<file path="src/rtl/uart_arb_pkg.sv">
// Shared types and constants for the two-client UART TX arbiter.
//   state_e : serializer frame state (idle, start bit, data bits, stop bit)
//   LF      : line-feed byte that releases a line lock
package uart_arb_pkg;

    typedef enum logic [1:0] {
        StIdle,
        StStart,
        StData,
        StStop
    } state_e;

    localparam logic [7:0] LF = 8'h0A;

endpackage

</file>
<file path="src/rtl/uart_tx_ser.sv">
// 8N1 serializer: one start bit, eight data bits LSB first, one stop bit, each held DIV cycles.
// Ports:
//   clk  : system clock
//   rst  : synchronous active-high reset, aborts any frame in progress
//   load : accept data this cycle (only honoured while idle)
//   data : byte to send
//   idle : serializer can take a byte this cycle
//   tx   : serial line, high when idle
//   busy : start, data or stop bit on the line
module uart_tx_ser
    import uart_arb_pkg::*;
#(
    parameter int unsigned DIV = 4
) (
    input  logic       clk,
    input  logic       rst,
    input  logic       load,
    input  logic [7:0] data,
    output logic       idle,
    output logic       tx,
    output logic       busy
);

    localparam int unsigned DivW = (DIV > 1) ? $clog2(DIV) : 1;
    localparam logic [DivW-1:0] DivLast = DivW'(DIV - 1);

    state_e          state_q, state_d;
    logic [DivW-1:0] div_q, div_d;
    logic [2:0]      bit_q, bit_d;
    logic [7:0]      shift_q, shift_d;
    logic            bit_end;

    assign bit_end = (div_q == DivLast);

    always_ff @(posedge clk) begin
        if (rst) begin
            state_q <= StIdle;
            div_q   <= '0;
            bit_q   <= '0;
            shift_q <= '0;
        end else begin
            state_q <= state_d;
            div_q   <= div_d;
            bit_q   <= bit_d;
            shift_q <= shift_d;
        end
    end

    always_comb begin
        state_d = state_q;
        div_d   = div_q;
        bit_d   = bit_q;
        shift_d = shift_q;
        idle    = 1'b0;
        tx      = 1'b1;
        busy    = 1'b1;

        unique case (state_q)
            StIdle: begin
                idle = 1'b1;
                busy = 1'b0;
                if (load) begin
                    shift_d = data;
                    div_d   = '0;
                    bit_d   = '0;
                    state_d = StStart;
                end
            end
            StStart: begin
                tx    = 1'b0;
                div_d = bit_end ? '0 : div_q + 1'b1;
                if (bit_end) begin
                    state_d = StData;
                end
            end
            StData: begin
                tx    = shift_q[0];
                div_d = bit_end ? '0 : div_q + 1'b1;
                if (bit_end) begin
                    shift_d = {1'b0, shift_q[7:1]};
                    bit_d   = bit_q + 3'd1;
                    // Counter wraps 7 -> 0 as the last data bit completes.
                    if (bit_q == 3'd7) begin
                        state_d = StStop;
                    end
                end
            end
            StStop: begin
                tx    = 1'b1;
                div_d = bit_end ? '0 : div_q + 1'b1;
                if (bit_end) begin
                    state_d = StIdle;
                end
            end
            default: begin
                state_d = StIdle;
            end
        endcase
    end

endmodule

</file>
<file path="src/rtl/uart_tx_arb.sv">
// Round-robin arbiter sharing one 8N1 UART TX line between client 0 (CPU) and client 1 (debug).
// One byte is granted per frame; back-to-back frames are 10*DIV+1 cycles apart.
// Optional feature: define UART_ARB_LINE_LOCK_EN to keep the line with a client until it sends
// 0x0A or stays silent for LOCK_TIMEOUT idle cycles.
// Ports:
//   clk, rst               : clock, synchronous active-high reset
//   req0_data/valid/ready  : client 0 byte handshake
//   req1_data/valid/ready  : client 1 byte handshake
//   tx                     : serial line, idles high
//   busy                   : a frame is in progress
//   grant                  : client whose byte is on the line (or was last served)
module uart_tx_arb
    import uart_arb_pkg::*;
#(
    parameter int unsigned CLK_HZ       = 24000000,
    parameter int unsigned BAUD         = 115200,
    parameter int unsigned DIV          = CLK_HZ / BAUD,
    parameter int unsigned LOCK_TIMEOUT = 4096
) (
    input  logic       clk,
    input  logic       rst,
    input  logic [7:0] req0_data,
    input  logic       req0_valid,
    output logic       req0_ready,
    input  logic [7:0] req1_data,
    input  logic       req1_valid,
    output logic       req1_ready,
    output logic       tx,
    output logic       busy,
    output logic       grant
);

    if (DIV < 2 || LOCK_TIMEOUT == 0 || BAUD == 0 || CLK_HZ == 0) begin : g_bad_params
        $error("uart_tx_arb: DIV must be >= 2 and LOCK_TIMEOUT >= 1");
    end

    logic       idle;
    logic       elig0, elig1;
    logic       any_elig;
    logic       sel;
    logic       transfer;
    logic [7:0] load_data;
    logic       last_q;
    logic       grant_q;

`ifdef UART_ARB_LINE_LOCK_EN
    localparam int unsigned ToW = $clog2(LOCK_TIMEOUT + 1);

    logic           lock_q, lock_d;
    logic           lock_id_q, lock_id_d;
    logic [ToW-1:0] to_q, to_d;
    logic           lock_valid;

    // While locked, the other client is invisible to arbitration.
    assign elig0 = req0_valid && !(lock_q && lock_id_q);
    assign elig1 = req1_valid && !(lock_q && !lock_id_q);

    always_ff @(posedge clk) begin
        if (rst) begin
            lock_q    <= 1'b0;
            lock_id_q <= 1'b0;
            to_q      <= '0;
        end else begin
            lock_q    <= lock_d;
            lock_id_q <= lock_id_d;
            to_q      <= to_d;
        end
    end

    always_comb begin
        lock_d     = lock_q;
        lock_id_d  = lock_id_q;
        to_d       = '0;
        lock_valid = lock_id_q ? req1_valid : req0_valid;
        if (transfer) begin
            lock_d    = (load_data != LF);
            lock_id_d = sel;
        end else if (idle && lock_q && !lock_valid) begin
            // Counts consecutive idle cycles with the owner silent; any break restarts it.
            if (to_q == ToW'(LOCK_TIMEOUT - 1)) begin
                lock_d = 1'b0;
            end else begin
                to_d = to_q + 1'b1;
            end
        end
    end
`else
    assign elig0 = req0_valid;
    assign elig1 = req1_valid;
`endif

    // On a tie the client not served last wins; otherwise whoever is asking.
    assign any_elig   = elig0 || elig1;
    assign sel        = (elig0 && elig1) ? ~last_q : elig1;
    assign req0_ready = idle && !rst && any_elig && !sel;
    assign req1_ready = idle && !rst && any_elig && sel;
    assign transfer   = req0_ready || req1_ready;
    assign load_data  = sel ? req1_data : req0_data;
    assign grant      = grant_q;

    always_ff @(posedge clk) begin
        if (rst) begin
            last_q  <= 1'b1;
            grant_q <= 1'b0;
        end else if (transfer) begin
            last_q  <= sel;
            grant_q <= sel;
        end
    end

    uart_tx_ser #(
        .DIV (DIV)
    ) u_ser (
        .clk  (clk),
        .rst  (rst),
        .load (transfer),
        .data (load_data),
        .idle (idle),
        .tx   (tx),
        .busy (busy)
    );

endmodule

</file>
<file path="config.mk">
export PLATFORM = sky130hd
export DESIGN_NAME = uart_tx_arb
export DESIGN_NICKNAME = d
export VERILOG_FILES = /design/src/rtl/uart_arb_pkg.sv /design/src/rtl/uart_tx_ser.sv /design/src/rtl/uart_tx_arb.sv
export SDC_FILE = /design/constraint.sdc
export NUM_CORES = 1
export LEC_CHECK = 0
export ABC_CLOCK_PERIOD_IN_PS = 1700
export CELL_PAD_IN_SITES_DETAIL_PLACEMENT = 1
export CELL_PAD_IN_SITES_GLOBAL_PLACEMENT = 1
export CORE_AREA = 2 2 61 74
export CTS_CLUSTER_DIAMETER = 150
export DETAILED_ROUTE_END_ITERATION = 8
export DIE_AREA = 0 0 63 76
export PLACE_DENSITY = 0.81
export SLEW_MARGIN = 20
export SYNTH_ARGS = -nofsm -noshare
export SYNTH_HDL_FRONTEND = slang
export SYNTH_SLANG_ARGS = --single-unit
</file>
<file path="constraint.sdc">
create_clock -name clk -period 1.7 [get_ports clk]
set_clock_uncertainty 0.1 [all_clocks]
set_input_delay 0.34 -clock clk [delete_from_list [all_inputs] [get_ports clk]]
set_output_delay 0.34 -clock clk [all_outputs]
set_load 0.1 [all_outputs]
</file>
**Clock network drawn from the DEF**

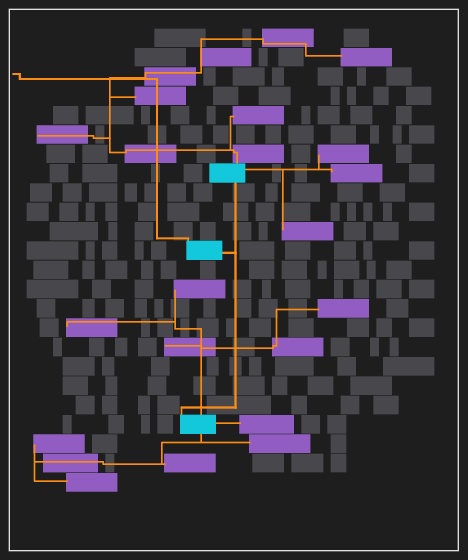
Purple marks flip-flops, count 23. Cyan marks clock-net drivers, count 3. Orange marks clock wires, length 332 um.
There are 4 routed clock nets.

==> results.json <==
{
  "drive_gt1_share_pct": 28.1,
  "postLayoutSetupSlackWorst_ns": -0.118,
  "seq_share_pct": 23.0,
  "fin_crit_ns": 1.82,
  "r2r_slack_ns": -0.01,
  "slowest_stage": "dfxtp_4",
  "top_regs": "u_ser.div_q (8), u_ser.shift_q (8), u_ser.bit_q (3)",
  "top_area_cell": "dfxtp_1",
  "ys.flops": 23,
  "flop_area_um2": 467,
  "core.rowCount": 26,
  "worstPathArrival_ns": 1.38,
  "fa_ha_area_share_pct": 7.43,
  "clockBufferDepth": 2,
  "critPathRequiredTime_ns": 1.26,
  "edf_count": 0,
  "powerComb_mw": 1.90,
  "topCombFamilyByArea": "simple AND/OR/NAND/NOR gates",
  "place.gp.congestion": 0.794,
  "met2_length_um": 1880,
  "finalSetupViolCount": 6,
  "nNetsFinal": 239,
  "tightest_slew_ns": 0.289,
  "violations": "setup timing",
  "dieHeight_um": 76,
  "antenna_found_initial": 0,
  "buf_share_pct": 25.0,
  "tool_warnings": 33,
  "async_flop_share_pct": 0,
  "die_area_um2": 4790,
  "clock_buffers": 4,
  "postCtsResizedCells": 13,
  "gr-total-overflow": 0,
  "finalHoldViolations": 0,
  "antennaDiodeCount": 0,
  "status": "finished, violations left",
  "drv_slew": 0,
  "dp.cells": 255,
  "cpPeakStageDelay_ns": 0.37,
  "netSwitchingPower_mw": 1.32
}
**Track usage over the die**

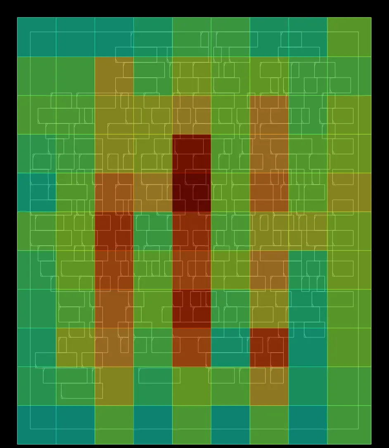
global-route usage over all layers: 17.0%
GRT Max-Usage Layer: met2
Global Route met2 Usage: 28.7%

